**config.mk**
```make
export PLATFORM = sky130hd
export DESIGN_NAME = csr_arbiter
export DESIGN_NICKNAME = d
export VERILOG_FILES = /design/src/rtl/csr_arbiter.sv
export SDC_FILE = /design/constraint.sdc
export NUM_CORES = 1
export LEC_CHECK = 0
export ABC_CLOCK_PERIOD_IN_PS = 2300
export CAP_MARGIN = 25
export CELL_PAD_IN_SITES_DETAIL_PLACEMENT = 1
export CELL_PAD_IN_SITES_GLOBAL_PLACEMENT = 1
export CORE_MARGIN = 1.5
export CORE_UTILIZATION = 25
export CTS_CLUSTER_SIZE = 20
export DETAILED_ROUTE_END_ITERATION = 6
export HOLD_SLACK_MARGIN = 0.03
export PLACE_DENSITY_LB_ADDON = 0.1
export SYNTH_ARGS = -nofsm -noshare
export SYNTH_HDL_FRONTEND = slang
export SYNTH_SLANG_ARGS = --single-unit
```
**constraint.sdc**
```tcl
create_clock -name i_clk -period 2.3 [get_ports i_clk]
set_input_delay 0.23 -clock i_clk [delete_from_list [all_inputs] [get_ports i_clk]]
set_output_delay 0.23 -clock i_clk [all_outputs]
set_load 0.05 [all_outputs]
```
**src/rtl/csr_arbiter.sv**
```systemverilog
`default_nettype none
// +----------------------------------------------------------------------------+
// | Module      : csr_arbiter                                                  |
// | Description : Round-robin arbiter between the pipeline (P) and debug (D)   |
// |               CSR request ports. Issues one single-cycle CSR file access   |
// |               per grant and returns the pre-access value with a one-cycle  |
// |               response pulse. Writes to read-only space (adr[11:10]==11)   |
// |               are suppressed and flagged.                                  |
// | Revision    : 1.0 - initial release                                        |
// +----------------------------------------------------------------------------+
module csr_arbiter (
    input  logic        i_clk,
    input  logic        i_rst_n,
    input  logic        i_p_req,
    input  logic [1:0]  i_p_op,
    input  logic [11:0] i_p_adr,
    input  logic [31:0] i_p_data,
    output logic        o_p_gnt,
    output logic        o_p_rvalid,
    output logic [31:0] o_p_rdata,
    output logic        o_p_err,
    input  logic        i_d_req,
    input  logic [1:0]  i_d_op,
    input  logic [11:0] i_d_adr,
    input  logic [31:0] i_d_data,
    output logic        o_d_gnt,
    output logic        o_d_rvalid,
    output logic [31:0] o_d_rdata,
    output logic        o_d_err,
    output logic        o_csr_rd,
    output logic        o_csr_wr,
    output logic        o_csr_set,
    output logic        o_csr_clr,
    output logic [11:0] o_csr_adr,
    output logic [31:0] o_csr_wr_data,
    input  logic [31:0] i_csr_rd_data
);

    localparam logic [1:0] c_OP_READ  = 2'b00;
    localparam logic [1:0] c_OP_WRITE = 2'b01;
    localparam logic [1:0] c_OP_SET   = 2'b10;
    localparam logic [1:0] c_OP_CLEAR = 2'b11;

    typedef enum logic [1:0] {
        S_IDLE  = 2'd0,
        S_ISSUE = 2'd1,
        S_RESP  = 2'd2
    } state_t;

    state_t      r_state_q,   w_state_d;
    logic        r_last_d_q,  w_last_d_d;   // 1: debug port was served last
    logic        r_sel_d_q,   w_sel_d_d;    // 1: current access belongs to debug port
    logic        r_err_q,     w_err_d;      // current access targets read-only space
    logic [11:0] r_adr_q,     w_adr_d;
    logic [31:0] r_wdata_q,   w_wdata_d;
    logic        r_p_gnt_q,   w_p_gnt_d;
    logic        r_d_gnt_q,   w_d_gnt_d;
    logic        r_rd_q,      w_rd_d;
    logic        r_wr_q,      w_wr_d;
    logic        r_set_q,     w_set_d;
    logic        r_clr_q,     w_clr_d;
    logic        r_p_rvalid_q, w_p_rvalid_d;
    logic        r_d_rvalid_q, w_d_rvalid_d;
    logic        r_p_err_q,   w_p_err_d;
    logic        r_d_err_q,   w_d_err_d;
    logic [31:0] r_p_rdata_q, w_p_rdata_d;
    logic [31:0] r_d_rdata_q, w_d_rdata_d;

    logic        w_p_win;
    logic        w_d_win;
    logic [1:0]  w_win_op;
    logic [11:0] w_win_adr;
    logic [31:0] w_win_data;
    logic        w_win_err;
    logic [31:0] w_acc_rdata;

    // Arbitration: a lone requester wins; on a tie the port not served last wins
    always_comb begin
        w_p_win    = i_p_req & (~i_d_req | r_last_d_q);
        w_d_win    = i_d_req & ~w_p_win;
        w_win_op   = w_d_win ? i_d_op   : i_p_op;
        w_win_adr  = w_d_win ? i_d_adr  : i_p_adr;
        w_win_data = w_d_win ? i_d_data : i_p_data;
        w_win_err  = (w_win_op != c_OP_READ) && (w_win_adr[11:10] == 2'b11);
        w_acc_rdata = r_err_q ? 32'h0 : i_csr_rd_data;
    end

    // Next-state logic; pulses default low, latched data defaults to hold
    always_comb begin
        w_state_d    = r_state_q;
        w_last_d_d   = r_last_d_q;
        w_sel_d_d    = r_sel_d_q;
        w_err_d      = r_err_q;
        w_adr_d      = r_adr_q;
        w_wdata_d    = r_wdata_q;
        w_p_rdata_d  = r_p_rdata_q;
        w_d_rdata_d  = r_d_rdata_q;
        w_p_gnt_d    = 1'b0;
        w_d_gnt_d    = 1'b0;
        w_rd_d       = 1'b0;
        w_wr_d       = 1'b0;
        w_set_d      = 1'b0;
        w_clr_d      = 1'b0;
        w_p_rvalid_d = 1'b0;
        w_d_rvalid_d = 1'b0;
        w_p_err_d    = 1'b0;
        w_d_err_d    = 1'b0;
        case (r_state_q)
            S_IDLE: begin
                if (w_p_win || w_d_win) begin
                    w_sel_d_d  = w_d_win;
                    w_last_d_d = w_d_win;
                    w_adr_d    = w_win_adr;
                    w_wdata_d  = w_win_data;
                    w_err_d    = w_win_err;
                    w_p_gnt_d  = w_p_win;
                    w_d_gnt_d  = w_d_win;
                    // Strobes are registered here so they appear exactly in ISSUE
                    if (!w_win_err) begin
                        case (w_win_op)
                            c_OP_READ:  w_rd_d  = 1'b1;
                            c_OP_WRITE: w_wr_d  = 1'b1;
                            c_OP_SET:   w_set_d = 1'b1;
                            c_OP_CLEAR: w_clr_d = 1'b1;
                        endcase
                    end
                    w_state_d = S_ISSUE;
                end
            end
            S_ISSUE: begin
                // The CSR file updates on this same edge, so this is the pre-access value
                if (r_sel_d_q) begin
                    w_d_rdata_d  = w_acc_rdata;
                    w_d_rvalid_d = 1'b1;
                    w_d_err_d    = r_err_q;
                end else begin
                    w_p_rdata_d  = w_acc_rdata;
                    w_p_rvalid_d = 1'b1;
                    w_p_err_d    = r_err_q;
                end
                w_state_d = S_RESP;
            end
            S_RESP: begin
                w_state_d = S_IDLE;
            end
            default: begin
                w_state_d = S_IDLE;
            end
        endcase
    end

    // State and output registers; reset clears everything immediately
    always_ff @(posedge i_clk or negedge i_rst_n) begin
        if (!i_rst_n) begin
            r_state_q    <= S_IDLE;
            r_last_d_q   <= 1'b1;
            r_sel_d_q    <= 1'b0;
            r_err_q      <= 1'b0;
            r_adr_q      <= 12'h0;
            r_wdata_q    <= 32'h0;
            r_p_gnt_q    <= 1'b0;
            r_d_gnt_q    <= 1'b0;
            r_rd_q       <= 1'b0;
            r_wr_q       <= 1'b0;
            r_set_q      <= 1'b0;
            r_clr_q      <= 1'b0;
            r_p_rvalid_q <= 1'b0;
            r_d_rvalid_q <= 1'b0;
            r_p_err_q    <= 1'b0;
            r_d_err_q    <= 1'b0;
            r_p_rdata_q  <= 32'h0;
            r_d_rdata_q  <= 32'h0;
        end else begin
            r_state_q    <= w_state_d;
            r_last_d_q   <= w_last_d_d;
            r_sel_d_q    <= w_sel_d_d;
            r_err_q      <= w_err_d;
            r_adr_q      <= w_adr_d;
            r_wdata_q    <= w_wdata_d;
            r_p_gnt_q    <= w_p_gnt_d;
            r_d_gnt_q    <= w_d_gnt_d;
            r_rd_q       <= w_rd_d;
            r_wr_q       <= w_wr_d;
            r_set_q      <= w_set_d;
            r_clr_q      <= w_clr_d;
            r_p_rvalid_q <= w_p_rvalid_d;
            r_d_rvalid_q <= w_d_rvalid_d;
            r_p_err_q    <= w_p_err_d;
            r_d_err_q    <= w_d_err_d;
            r_p_rdata_q  <= w_p_rdata_d;
            r_d_rdata_q  <= w_d_rdata_d;
        end
    end

    assign o_p_gnt       = r_p_gnt_q;
    assign o_p_rvalid    = r_p_rvalid_q;
    assign o_p_rdata     = r_p_rdata_q;
    assign o_p_err       = r_p_err_q;
    assign o_d_gnt       = r_d_gnt_q;
    assign o_d_rvalid    = r_d_rvalid_q;
    assign o_d_rdata     = r_d_rdata_q;
    assign o_d_err       = r_d_err_q;
    assign o_csr_rd      = r_rd_q;
    assign o_csr_wr      = r_wr_q;
    assign o_csr_set     = r_set_q;
    assign o_csr_clr     = r_clr_q;
    assign o_csr_adr     = r_adr_q;
    assign o_csr_wr_data = r_wdata_q;

endmodule
`default_nettype wire

```
### Metal 1, run 1

Scale: 4 px per µm. Supply wires on this layer in gray. Cells faint in the background.
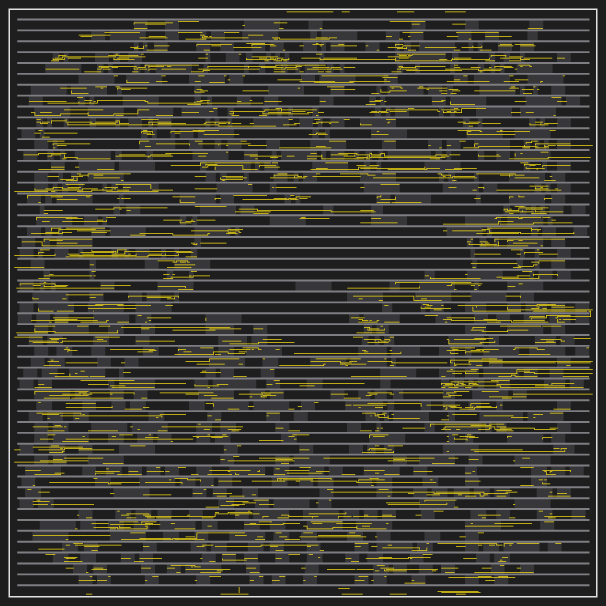
longest straight run = 37.7 µm
nets with wire on the layer = 711
share of all routed wire = 40%

### Sizing map, run 1

Scale: 2 px per µm.
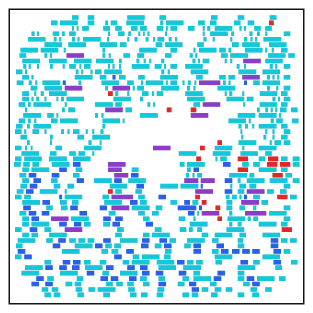
drive 2 -> blue  # cells 92, share 13%
drive 6 and up -> purple  # cells 24, share 3.4%
drive 1 or less -> cyan  # cells 561, share 80%
drive 3 to 4 -> red  # cells 20, share 2.9%

### I/O nets highlighted, run 1

Scale: 2 px per µm.
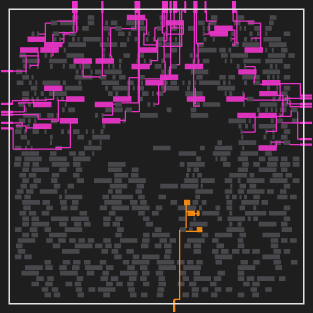
`i_p_req` -> orange  # bits 1, direction input, end cells 4, buffers 1, wire 67.8 µm
`o_d_rdata` -> magenta  # bits 32, direction output, end cells 32, buffers 32, wire 1230 µm

==> impl_metrics.yaml, run 1 <==
# generated from flow reports
outcome:
  status: "finished clean"
die:
  tap_cells: 270
  num_rows: 52
  dieWidth_um: 147
  die_area_mm2: 0.0215
setup_path:
  critPathMaxFanout: 2
  cp.depth: 1
  critPathCaptureType: "output pin"
  worstPathCellList: "clkdlybuf4s50_1"
  critPathTopFamily: "buffers and inverters"
  cpMaxStageDelayCell: "clkdlybuf4s50_1"
  critPathArrivalTime_ps: 1620
layout:
  fin_util: 0.422
  final_layout_size_suffix_gt1_frac: 0.195
  seqCellArea_mm2: 0.00308
  clock_tree_area_fraction: 0.0685
  design.seq.count: 123
grt:
  first_global_vias: 4659
  grt_pass1_wl_um: 26200
  grt_usage: 0.158
  overflow: 0
  grt_antenna_before_repair: 0
cts:
  cts_resized: 0
  cts.sinks: 123
  cts_hold_buf: 1
synthesis:
  fa_ha_area_frac: 0
  ys_seq_elements: 123
  ys_area_mm2: 0.00515
  synth.most_common_cell: "dfrtp_1"
  ys_cells: 435
  ys_seq_share: 0.598
sta:
  finalClockSkew_ps: 6.61
  min_period_ps: 1850
  max_slew_margin: 0.579
detailed_routing:
  drc: 0
  drt-initial-drc-count: 127
  routed_via_density: 4.34
placed_design:
  dp_slack_ps: 296
power_and_ir_drop:
  top_power_group: "combinational logic"
  power.share.clock: 0.186
  comb-power_mw: 7.95
-- run 1: state kept, by name (all words and copies together) (netlist names), 2 cells and up --
| name | count |
|---|---|
| o_csr_adr | 12 |
| o_csr_wr_data | 32 |
| o_d_rdata | 32 |
| o_p_rdata | 32 |
| r_state_q | 2 |
-- run 1: cells in the final DEF, fill, tap and decap left out, drive strengths merged, types with 3 or more instances in the layout --
| cell type | instances |
|---|---|
| clkbuf | 19 |
| mux2 | 89 |
| nand2 | 99 |
| inv | 3 |
| buf | 12 |
| nor3 | 3 |
| o21ai | 65 |
| nor2 | 4 |
| clkdlybuf4s50 | 244 |
| clkinv | 8 |
| dfrtp | 122 |
| a21oi | 3 |
| bufinv | 3 |
| nand4b | 4 |
| clkinvlp | 3 |
### Cell outlines without signal wires, run 1

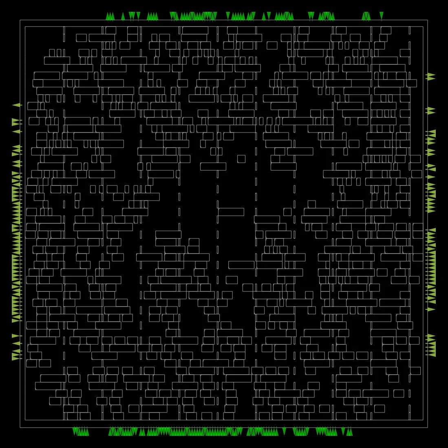

==> inputs of run 2 (changes only) <==
--- a/config.mk
+++ b/config.mk
@@ -5,7 +5,7 @@
 export SDC_FILE = /design/constraint.sdc
 export NUM_CORES = 1
 export LEC_CHECK = 0
-export ABC_CLOCK_PERIOD_IN_PS = 2300
+export ABC_CLOCK_PERIOD_IN_PS = 1500
 export CAP_MARGIN = 25
 export CELL_PAD_IN_SITES_DETAIL_PLACEMENT = 1
 export CELL_PAD_IN_SITES_GLOBAL_PLACEMENT = 1
==> constraint.sdc (replaced) <==
create_clock -name i_clk -period 1.5 [get_ports i_clk]
set_input_delay 0.15 -clock i_clk [delete_from_list [all_inputs] [get_ports i_clk]]
set_output_delay 0.15 -clock i_clk [all_outputs]
set_load 0.05 [all_outputs]
### Cell outlines without signal wires, run 2

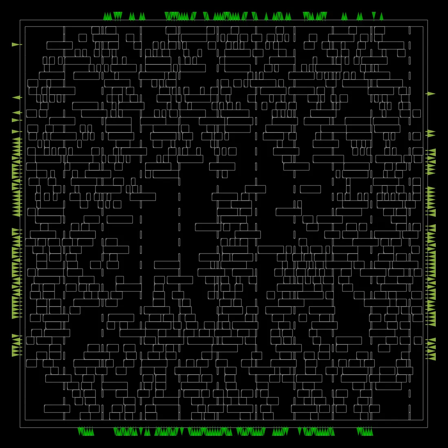
Core ar.: 0.0202 mm²
post-route core utilization: 0.417

==> impl_metrics.yaml, run 2 <==
# generated from flow reports
synthesis:
  ys_cells: 435
  ys_seq_share: 0.598
  ys_area_mm2: 0.00515
  synth.most_common_cell: "dfrtp_1"
  fa_ha_area_frac: 0
  ys_seq_elements: 123
cts:
  cts_resized: 9
  clockBufferDepth: 2
  cts_hold_buf: 1
  clk_pin_slew_worst_paths_ps: 60
power_and_ir_drop:
  comb-power_mw: 12.2
  power.share.clock: 0.181
  top_power_group: "combinational logic"
grt:
  grt_pass1_wl_um: 26600
  grt_antenna_before_repair: 0
  first_global_vias: 4762
layout:
  final_cell_mix: "buf_4 (127), clkdlybuf4s50_1 (126), dfrtp_1 (122)"
  final_cells: 975
die:
  die_area_mm2: 0.0215
  dieWidth_um: 147
  num_rows: 52
setup_path:
  critPathArrivalTime_ps: 1920
  worstPathCellList: "a21bo_4, buf_12, mux2_2, mux2_2"
  critPathTopFamily: "multiplexers"
  cpMaxStageDelayCell: "dfstp_2"
outcome:
  status: "finished with violations"
  violations: "negative setup slack"
sta:
  finalClockSkew_ps: 11.2
  final-setup-viol-count: 45
  setup_slack_ps: -124
  max_slew_margin: 0.699
  min_period_ps: 1620
detailed_routing:
  drt-initial-drc-count: 113
  routed_via_density: 4.41
run 2: final cells by class:
cell class	count	area, µm²	share of cell area
repair buffers	266	2460	0.292
clock buffers	19	453	0.0537
clock inverters	12	116	0.0138
well taps	270	338	0.0400
inverters	4	15.0	0.00178
multi-input cells	281	1970	0.234
flip-flops and latches	123	3080	0.365
run 2: worst paths after layout:
path	to	start	depth (start not counted)
worst max-delay path	o_csr_wr_data[31]	r_last_d_q	4
worst min-delay path	o_d_rdata[22]	i_rst_n	2
worst max register to register	o_csr_wr_data[31]	r_last_d_q	4
worst min register to register	o_d_rdata[31]	o_d_rdata[31]	2
max in group asynchronous	o_csr_wr_data[24]	i_rst_n	3
min in group i_clk	o_p_rdata[1]	i_csr_rd_data[1]	3
==> inputs of run 3 (changes only) <==
==> config.mk (replaced) <==
export PLATFORM = sky130hd
export DESIGN_NAME = csr_arbiter
export DESIGN_NICKNAME = d
export VERILOG_FILES = /design/src/rtl/csr_arbiter.sv
export SDC_FILE = /design/constraint.sdc
export NUM_CORES = 1
export LEC_CHECK = 0
export ABC_CLOCK_PERIOD_IN_PS = 1560
export CAP_MARGIN = 25
export CELL_PAD_IN_SITES_DETAIL_PLACEMENT = 1
export CELL_PAD_IN_SITES_GLOBAL_PLACEMENT = 1
export CORE_MARGIN = 10
export CORE_UTILIZATION = 25
export CTS_CLUSTER_SIZE = 20
export DETAILED_ROUTE_END_ITERATION = 6
export HOLD_SLACK_MARGIN = 0.03
export PLACE_DENSITY = 0.71
export SYNTH_ARGS = -nofsm -noshare
export SYNTH_HDL_FRONTEND = slang
export SYNTH_SLANG_ARGS = --single-unit
==> constraint.sdc (replaced) <==
create_clock -name i_clk -period 1.56 [get_ports i_clk]
set_input_delay 0.156 -clock i_clk [delete_from_list [all_inputs] [get_ports i_clk]]
set_output_delay 0.156 -clock i_clk [all_outputs]
set_load 0.05 [all_outputs]
### Sizing map, run 3

Scale: 2 px per µm.
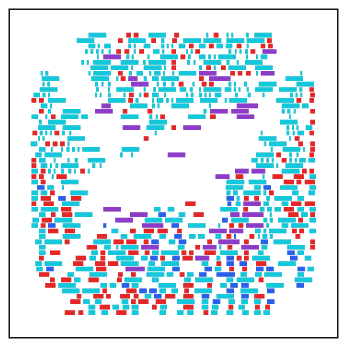
drive 2 -> blue  # cells 43, share 6.1%
drive 1 or less -> cyan  # cells 441, share 62%
drive 3 to 4 -> red  # cells 188, share 27%
drive 6 and up -> purple  # cells 35, share 5.0%
final setup margin: -106 ps
Syn-to-layout area delta: 68.1%

==> impl_metrics.yaml, run 3 <==
# generated from flow reports
outcome:
  status: "finished with violations"
  violations: "negative setup slack"
sta:
  setup_slack_ps: -106
  final-setup-viol-count: 44
  max_slew_margin: 0.738
  min_period_ps: 1670
  finalClockSkew_ps: 8.50
synthesis:
  fa_ha_area_frac: 0
  ys_cells: 435
  ys_seq_elements: 123
  ys_seq_share: 0.598
cts:
  clk_pin_slew_worst_paths_ps: 60
  cts.sinks: 123
  cts_resized: 32
  clockBufferDepth: 2
grt:
  grt_antenna_before_repair: 0
  overflow: 0
  grt_pass1_wl_um: 29600
setup_path:
  worstPathCellList: "a21bo_4, buf_12, mux2_2, mux2_2"
  critPathCaptureType: "register"
  r2r_end: "o_csr_wr_data[2]"
  critPathArrivalTime_ps: 1960
  regToRegStartpoint: "r_last_d_q"
  cp.depth: 4
  critPathMaxFanout: 15
layout:
  lay_top_count: "buf_4"
  seqCellArea_mm2: 0.00308
power_and_ir_drop:
  top_power_group: "combinational logic"
  power.share.clock: 0.200
die:
  dieWidth_um: 164
  design.core.area_mm2: 0.0202
  die_area_mm2: 0.0267
detailed_routing:
  drt-initial-drc-count: 96
  routed_via_density: 4.46
-- run 3: netlist changes by cell type in the layout (fill, tap and decap cells not counted), moves of 2 or more --
| cell | before | now |
|---|---|---|
| clkinvlp_4 | 5 | 2 |
| inv_6 | 2 | 0 |
| clkbuf_1 | 0 | 2 |
| bufinv_16 | 1 | 5 |
| mux2_4 | 18 | 52 |
| mux2_2 | 71 | 37 |
| o21ai_1 | 7 | 1 |
| o21ai_0 | 57 | 63 |
| buf_4 | 127 | 130 |
| buf_12 | 10 | 8 |
-- run 3: area by class of cell --
cell class	count	area share
Inverter	4	0.00173
Multi-Input combinational cell	281	0.243
Clock buffer	22	0.0548
Clock inverter	10	0.0217
Timing Repair Buffer	267	0.284
Sequential cell	123	0.356
Tap cell	270	0.0390

## Gallery

Local utilization.
(a)
Scale: 2 px per µm. The die is cut into 15 by 15 equal tiles; dark blue is low, red is high, 0 to 100% covered.
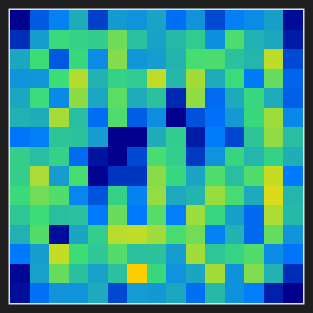
(b)
Scale: 2 px per µm. The die is cut into 16 by 16 equal tiles; dark blue is low, red is high, 0 to 100% covered.
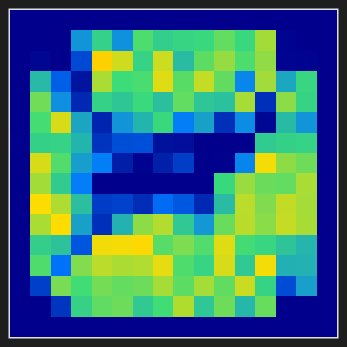
(c)
Scale: 2 px per µm. The die is cut into 15 by 15 equal tiles; dark blue is low, red is high, 0 to 100% covered.
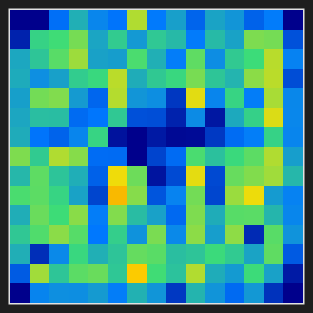
| picture | from |
|---|---|
| (a) | run 2 |
| (c) | run 1 |
| (b) | run 3 |

Key to (c):
emptiest ninth of the die = center
fullest tile = 79%
mean over tiles = 38%
nearly empty tiles = 3.6%

